[src/rtl/exe_mem_stage_reg.sv]
// rtl/exe_mem_stage_reg.sv - EXE/MEM pipeline register with valid/ready handshake and flush.
// Define EXE_MEM_SKID_EN to add a one-entry skid buffer that registers in_ready.
module exe_mem_stage_reg #(
  parameter int DATA_W = 32,
  parameter int ADDR_W = 32,
  parameter int REG_W  = 5
) (
  input  logic              clk,
  input  logic              rst,
  input  logic              flush,
  input  logic              in_valid,
  output logic              in_ready,
  input  logic [DATA_W-1:0] exe_result,
  input  logic [ADDR_W-1:0] exe_branch_addr,
  input  logic [REG_W-1:0]  exe_dst_reg,
  input  logic [REG_W-1:0]  exe_rd,
  input  logic              exe_zero,
  input  logic              branch_eq_in,
  input  logic              branch_ne_in,
  input  logic              mem_read_in,
  input  logic              mem_write_in,
  input  logic              mem_to_reg_in,
  input  logic              reg_write_in,
  output logic              out_valid,
  input  logic              out_ready,
  output logic [DATA_W-1:0] mem_result,
  output logic [ADDR_W-1:0] mem_branch_addr,
  output logic [REG_W-1:0]  mem_dst_reg,
  output logic [REG_W-1:0]  mem_rd,
  output logic              mem_zero,
  output logic              branch_eq_out,
  output logic              branch_ne_out,
  output logic              mem_read_out,
  output logic              mem_write_out,
  output logic              mem_to_reg_out,
  output logic              reg_write_out,
  output logic              branch_taken
);

  typedef struct packed {
    logic [DATA_W-1:0] result;
    logic [ADDR_W-1:0] baddr;
    logic [REG_W-1:0]  dst;
    logic [REG_W-1:0]  rd;
    logic              zero;
    logic              beq;
    logic              bne;
    logic              mrd;
    logic              mwr;
    logic              m2r;
    logic              rw;
  } entry_t;

  entry_t in_entry;
  entry_t out_q, out_d;
  logic   out_valid_q, out_valid_d;
  logic   in_fire;
  logic   out_fire;

  assign in_entry = {exe_result, exe_branch_addr, exe_dst_reg, exe_rd, exe_zero,
                     branch_eq_in, branch_ne_in, mem_read_in, mem_write_in,
                     mem_to_reg_in, reg_write_in};
  assign in_fire  = in_valid & in_ready;
  assign out_fire = out_valid_q & out_ready;

`ifdef EXE_MEM_SKID_EN
  entry_t skid_q, skid_d;
  logic   skid_valid_q, skid_valid_d;

  // in_ready depends only on skid state (and flush), never on out_ready.
  assign in_ready = flush | ~skid_valid_q;

  always_comb begin
    out_d        = out_q;
    out_valid_d  = out_valid_q;
    skid_d       = skid_q;
    skid_valid_d = skid_valid_q;
    if (flush) begin
      out_valid_d  = 1'b0;
      skid_valid_d = 1'b0;
    end else if (!out_valid_q) begin
      if (in_fire) begin
        out_d       = in_entry;
        out_valid_d = 1'b1;
      end
    end else if (out_ready) begin
      if (skid_valid_q) begin
        out_d        = skid_q;
        skid_valid_d = 1'b0;
      end else if (in_fire) begin
        out_d = in_entry;
      end else begin
        out_valid_d = 1'b0;
      end
    end else if (in_fire) begin
      skid_d       = in_entry;
      skid_valid_d = 1'b1;
    end
  end

  always_ff @(posedge clk) begin
    if (rst) begin
      skid_q       <= '0;
      skid_valid_q <= 1'b0;
    end else begin
      skid_q       <= skid_d;
      skid_valid_q <= skid_valid_d;
    end
  end
`else
  assign in_ready = flush | ~out_valid_q | out_ready;

  always_comb begin
    out_d       = out_q;
    out_valid_d = out_valid_q;
    if (flush) begin
      out_valid_d = 1'b0;
    end else if (in_fire) begin
      out_d       = in_entry;
      out_valid_d = 1'b1;
    end else if (out_fire) begin
      out_valid_d = 1'b0;
    end
  end
`endif

  always_ff @(posedge clk) begin
    if (rst) begin
      out_q       <= '0;
      out_valid_q <= 1'b0;
    end else begin
      out_q       <= out_d;
      out_valid_q <= out_valid_d;
    end
  end

  assign out_valid       = out_valid_q;
  assign mem_result      = out_q.result;
  assign mem_branch_addr = out_q.baddr;
  assign mem_dst_reg     = out_q.dst;
  assign mem_rd          = out_q.rd;
  assign mem_zero        = out_q.zero;
  // Controls are masked so a stale entry can never trigger a memory or register write.
  assign branch_eq_out   = out_valid_q & out_q.beq;
  assign branch_ne_out   = out_valid_q & out_q.bne;
  assign mem_read_out    = out_valid_q & out_q.mrd;
  assign mem_write_out   = out_valid_q & out_q.mwr;
  assign mem_to_reg_out  = out_valid_q & out_q.m2r;
  assign reg_write_out   = out_valid_q & out_q.rw;
  assign branch_taken    = out_valid_q & ((out_q.beq & out_q.zero) | (out_q.bne & ~out_q.zero));

endmodule

[config.mk]
export PLATFORM = sky130hd
export DESIGN_NAME = exe_mem_stage_reg
export DESIGN_NICKNAME = d
export VERILOG_FILES = /design/src/rtl/exe_mem_stage_reg.sv
export SDC_FILE = /design/constraint.sdc
export NUM_CORES = 1
export LEC_CHECK = 0
export ABC_AREA = 1
export CORE_AREA = 2 2 102 104
export CTS_CLUSTER_DIAMETER = 30
export DETAILED_ROUTE_END_ITERATION = 16
export DIE_AREA = 0 0 104 106
export PLACE_DENSITY_LB_ADDON = 0.1
export SETUP_SLACK_MARGIN = 0.3
export SLEW_MARGIN = 15
export SYNTH_ARGS = -nofsm -noshare
export SYNTH_HDL_FRONTEND = slang
export SYNTH_SLANG_ARGS = --single-unit
export TNS_END_PERCENT = 30
[constraint.sdc]
create_clock -name clk -period 1.55 [get_ports clk]
set_input_delay 0.155 -clock clk [delete_from_list [all_inputs] [get_ports clk]]
set_output_delay 0.155 -clock clk [all_outputs]
set_load 0.005 [all_outputs]
==> run_1/final_congestion.png <==
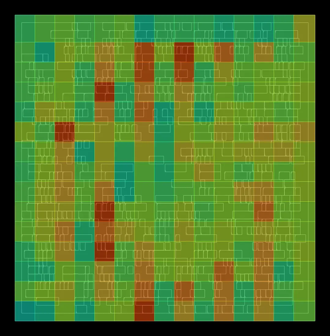
WL/cell: 11.6 um
met2 usage: 0.286
fin util: 0.579

==> run_1/registers.png <==
The bar under the picture is 20 um long.
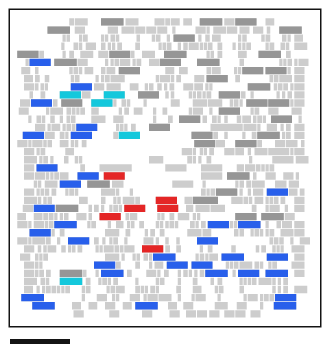
`mem_dst_reg` -> cyan  # sequential cells 5
`out_q` -> red  # sequential cells 6
`mem_result` -> blue  # sequential cells 32
not coloured = 39
Storage cell area: 1680 sq um
Seq area share: 0.290
Seq group: 0.00233 W

==> run_1/drive_strength.png <==
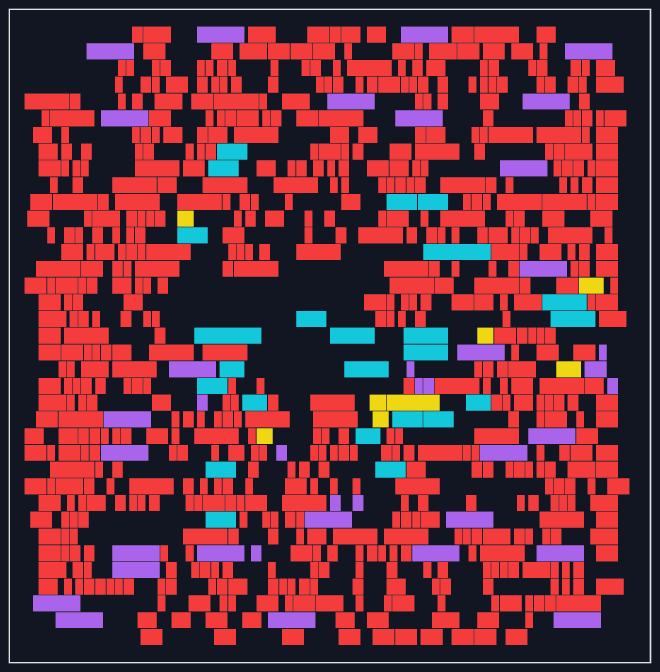
drive 3 to 4 -> yellow  # cells 8
drive 2 -> purple  # cells 38
drive 1 or less -> red  # cells 640
drive 6 and up -> cyan  # cells 24
Final Instance Area: 5790 sq um
setup ws final: 208 ps
Non-clock buffers: 182
area growth from synthesis to layout: 35.0%

==> impl_metrics.csv, run 1 <==
group,metric,value,unit
finish,comb_area_share,0.257,
die,chipArea,11000,sq um
synth,yosys.stat.chipArea,4290,sq um
synth,syn-num-nets,715,
setup_path,crit_type,"reg2out",
grt,grtUsageTotal,0.171,
drt,dr.pass1.iters,4,
setup_path,cp.arrival,1190,ps
finish,fill_cells,994,
pwr,seqPwrFrac,0.461,
place,hpwlAfterDp,6410,um
clock_network,cts_buffers,9,
timing,finalClockSkew,12.9,ps
pwr,swShare,0.243,
setup_path,critPathBufInv,1,
timing,setup_viol,0,
pwr,p_sw,0.00123,W
pwr,leakage,3.28,nW
finish,top_area_cell_class,"buffers",
pwr,p_clk_frac,0.355,
finish,layout.nonclk_buf_frac,0.321,
pwr,irDropWorstVdd,0.462,mV
synth,ys_types,14,
finish,clock_cell_area_share,0.0411,
synth,yosys_warnings,0,
die,fp_util,0.429,
finish,logic_gates,336,
setup_path,crit_family,"buffers and inverters",
timing,rsz0062_at_grt,"yes",
grt,antenna_found_initial,0,
synth,edf_count,0,
clock_network,cts_root_buf,"clkbuf_8",
timing,slew_violations,0,
timing,hold_viol_final,0,
die,tap_cells,136,
finish,layout_top_cell,"clkdlybuf4s50_1",
status,outcome,"finished clean",
clock_network,cts_sinks,82,
job,max-cap-violations,0,
-- run 1: worst paths after layout --
| kind | start | to | slack (ps) | cells past startpoint |
|---|---|---|---|---|
| setup / recovery | mem_branch_addr[18] | mem_branch_addr[18] | 210 | 1 |
| hold / removal | rst | out_valid | 420 | 2 |
| setup reg to reg | out_valid | mem_result[29] | 310 | 6 |
| hold reg to reg | mem_result[5] | mem_result[5] | 470 | 2 |
-- run 1: worst register-to-register path, cell delays in order, from the launching register on --
cell and delay, ps:
dfxtp_4 360, buf_6 120, nand2_4 100, buf_12 290, nand3_1 160, nand2_1 80
nor2_1 40
-- run 1: through the flow --
| stage | hold slack, ps | total power, W | setup slack (ps) | cell area [sq um] | instances |
|---|---|---|---|---|---|
| floorplan | 224 | 0.00297 | 397 | 4290 | 629 |
| global placement | 458 | 0.00335 | 26.5 | 5480 | 825 |
| detailed placement | 468 | 0.00336 | 25.9 | 5480 | 825 |
| CTS | 403 | 0.00512 | 120 | 5690 | 844 |
| global route | 410 | 0.00535 | 135 | 5790 | 846 |
| finish | 424 | 0.00506 | 208 | 5790 | 846 |
-- run 1: repair_timing --
| action | in CTS | in global routing |
|---|---|---|
| setup endpoints to repair | 165 | 110 |
| pin swaps | 1 | 0 |
| resized | 76 | 52 |
| setup buffers | 3 | 2 |
-- run 1: logic make-up after synthesis --
| group | count (synthesis) | share of synthesized area |
|---|---|---|
| DFF | 82 | 0.383 |
| AOI/OAI and AO/OA | 83 | 0.0975 |
| and+or+nand+nor | 253 | 0.249 |
| buffers and inverters | 211 | 0.271 |
-- run 1: per-layer routing --
layer / up-vias / GRT usage / routed length, um
li1: 2011 / - / -
met1: 1704 / 0.211 / 4500
met2: 101 / 0.286 / 4580
met3: 9 / 0.0521 / 621
met4: 0 / 0.0579 / 111
met5: - / 0 / 0
==> inputs of run 2 (changes only) <==
- SLEW_MARGIN: 15 -> 20
==> run_2/metal_stack.png <==
Two of the layers only.
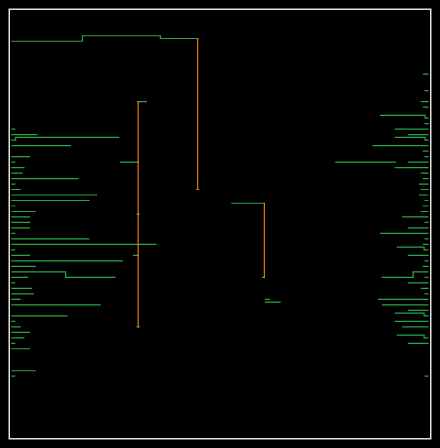
met3 -> green  # wire length 621 um
met4 -> orange  # wire length 112 um
final wirelength: 9810 um
Vias: 3825
GRT Util Overall: 0.171

==> run 2 against run 1 <==
Effect of this change: hold slack did not move; area after synthesis did not move; clock-buffer cell count did not move; sequential share of layout area did not move; worst setup slack did not move; non-clock buffer count did not move; clock skew did not move; first-iteration DRC count did not move; cell count did not move; routed wire length did not move; global-route usage did not move; largest cell class unchanged.
==> impl_metrics.csv, run 2 <==
group,metric,value,unit
status,outcome,"finished clean",
drt,drtIter0Drc,156,
setup_path,crit_type,"reg2out",
timing,finalCritPeriodShare,0.866,
timing,fmax,745,MHz
synth,ff_type,"dfxtp_1",
drt,dr.pass1.iters,4,
setup_path,critPathBufInv,1,
setup_path,crit_chain,"clkdlybuf4s50_1",
place,io_buffers,169,
setup_path,cp_slowest_cell,"clkdlybuf4s50_1",
grt,grt_pass1_wl,15600,um
setup_path,cp.arrival,1190,ps
synth,async_flop_share,0,
timing,slew_violations,0,
grt,antenna_found_initial,0,
synth,yosys.stat.chipArea,4290,sq um
synth,synth_cells,629,
synth,synthTopCellsByArea,"dfxtp_1, buf_4, a21oi_1, nand3_1, inv_1",
die,core-area,10000,sq um
timing,worstMarginPinSlew,355,ps
grt,grt_max_degree,89,
die,fp_util,0.429,
finish,drive_gt1_frac,0.0986,
clock_network,htree_levels,3,
timing,maxSlewHeadroom,0.763,
clock_network,path_clk_slew,80,ps
place,dp.cells,825,
pwr,irDropWorstVdd,0.462,mV
timing,holdWs,424,ps
drt,wl_per_cell,11.6,um
finish,lay_top_cells,"clkdlybuf4s50_1, inv_1, nand2_1",
job,tool_warnings,28,
clock_network,cts_hold_buf,0,
synth,ys_types,14,
die,std_cell_rows,37,
clock_network,cts_root_buf,"clkbuf_8",
finish,fin_util,0.579,
timing,finalSetupTns,0,ps
synth,edf_count,0,
finish,area_growth,35.0,%
synth,yosys_warnings,0,
timing,finalClockSkew,12.9,ps
clock_network,cts.repair.resized,76,
synth,syn_area,4290,sq um
finish,fin_nets,791,
timing,setup_viol,0,
die,chipArea,11000,sq um
job,max-cap-violations,0,
place,hpwlAfterDp,6410,um
drt,via_per_inst,4.52,
pwr,leakage,3.28,nW
finish,fill_cells,994,
drt,drc,0,
timing,hold_viol_final,0,
clock_network,cts_tree,"done",
synth,syn-num-nets,715,
clock_network,clock_latency,350,ps
die,die_h,106,um
setup_path,startpoint_type,"flop",
place,pre_cts_slack,25.9,ps
synth,synth_seq_share,0.383,
synth,yosys-top-cells-count,"buf_4, inv_1, nand2_1",
clock_network,ctsLongestPathBuffers,2,
clock_network,cts_sinks,82,
grt,first_global_vias,3389,
timing,setup_slack,208,ps
synth,ys_cells,629,
clock_network,cts_buffers,9,
grt,overflow,0,
drt,ant_nets,0,
setup_path,path_max_fanout,2,
timing,rsz0062_at_grt,"yes",
setup_path,crit_family,"buffers and inverters",
setup_path,crit_path_end_kind,"output port",
clock_network,cts_setup_buffers,3,
==> run_2/gate_families.png <==
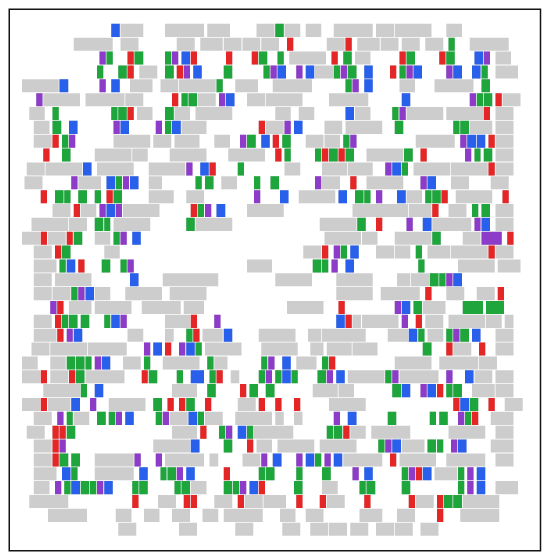
NOR gates -> purple  # cells 82, most used nor2_1, where all over the die
inverters -> red  # cells 94, most used inv_1, where all over the die
inverting AOI/OAI gates -> blue  # cells 83, most used a21oi_1, where all over the die
NAND gates -> green  # cells 171, most used nand2_1, where all over the die
most frequent logic cell in the layout: clkdlybuf4s50_1
Final Non-Filler Cells: 846
logic share of the area: 0.257

run 2: cell counts after synthesis:
Identical to the previous run, type by type.
run 2: path summary, 6_finish.rpt:
path / slack (ps) / depth (start not counted) / to / startpoint
worst min register to register: 470 / 2 / mem_result[5] / mem_result[5]
worst max-delay path: 210 / 1 / mem_branch_addr[18] / mem_branch_addr[18]
worst min-delay path: 420 / 2 / out_valid / rst
worst max register to register: 310 / 6 / mem_result[29] / out_valid
run 2: cell families (layout without fill, tap and decap cells):
family | after synthesis | after routing | synth area share
and+or+nand+nor | 253 | 253 | 0.249
buffers and inverters | 211 | 292 | 0.271
AOI/OAI and AO/OA | 83 | 83 | 0.0975
DFF | 82 | 82 | 0.383
run 2: metrics by stage:
stage,power (W),instance area [sq um]
4_1_cts,0.00512,5690
6_report,0.00506,5790
2_1_floorplan,0.00297,4290
3_5_place_dp,0.00336,5480
3_3_place_gp,0.00335,5480
5_1_grt,0.00535,5790
run 2: routing by layer:
metal | track usage | wire length, um
met1 | 0.211 | 4500
met2 | 0.286 | 4580
met3 | 0.0521 | 621
met4 | 0.0579 | 111
met5 | 0 | 0
run 2: cell type report:
class	instances	area, sq um	share of cell area
Clock buffer	12	165	0.0285
Clock inverter	4	72.6	0.0125
Inverter	94	353	0.0609
Multi-Input combinational cell	336	1490	0.257
Sequential cell	82	1680	0.290
Tap cell	136	170	0.0294
Timing Repair Buffer	182	1860	0.321
run 2: report_power, final:
| group | switching, W | leakage [nW] | internal (W) | total [W] |
|---|---|---|---|---|
| Clock | 0.000758 | 0.119 | 0.00104 | 0.00180 |
| Combinational | 0.000402 | 2.48 | 0.000532 | 0.000934 |
| Sequential | 0.0000715 | 0.687 | 0.00226 | 0.00233 |
| Total | 0.00123 | 3.28 | 0.00383 | 0.00506 |
No activity file was given, so power comes from the tool's default toggle rates.
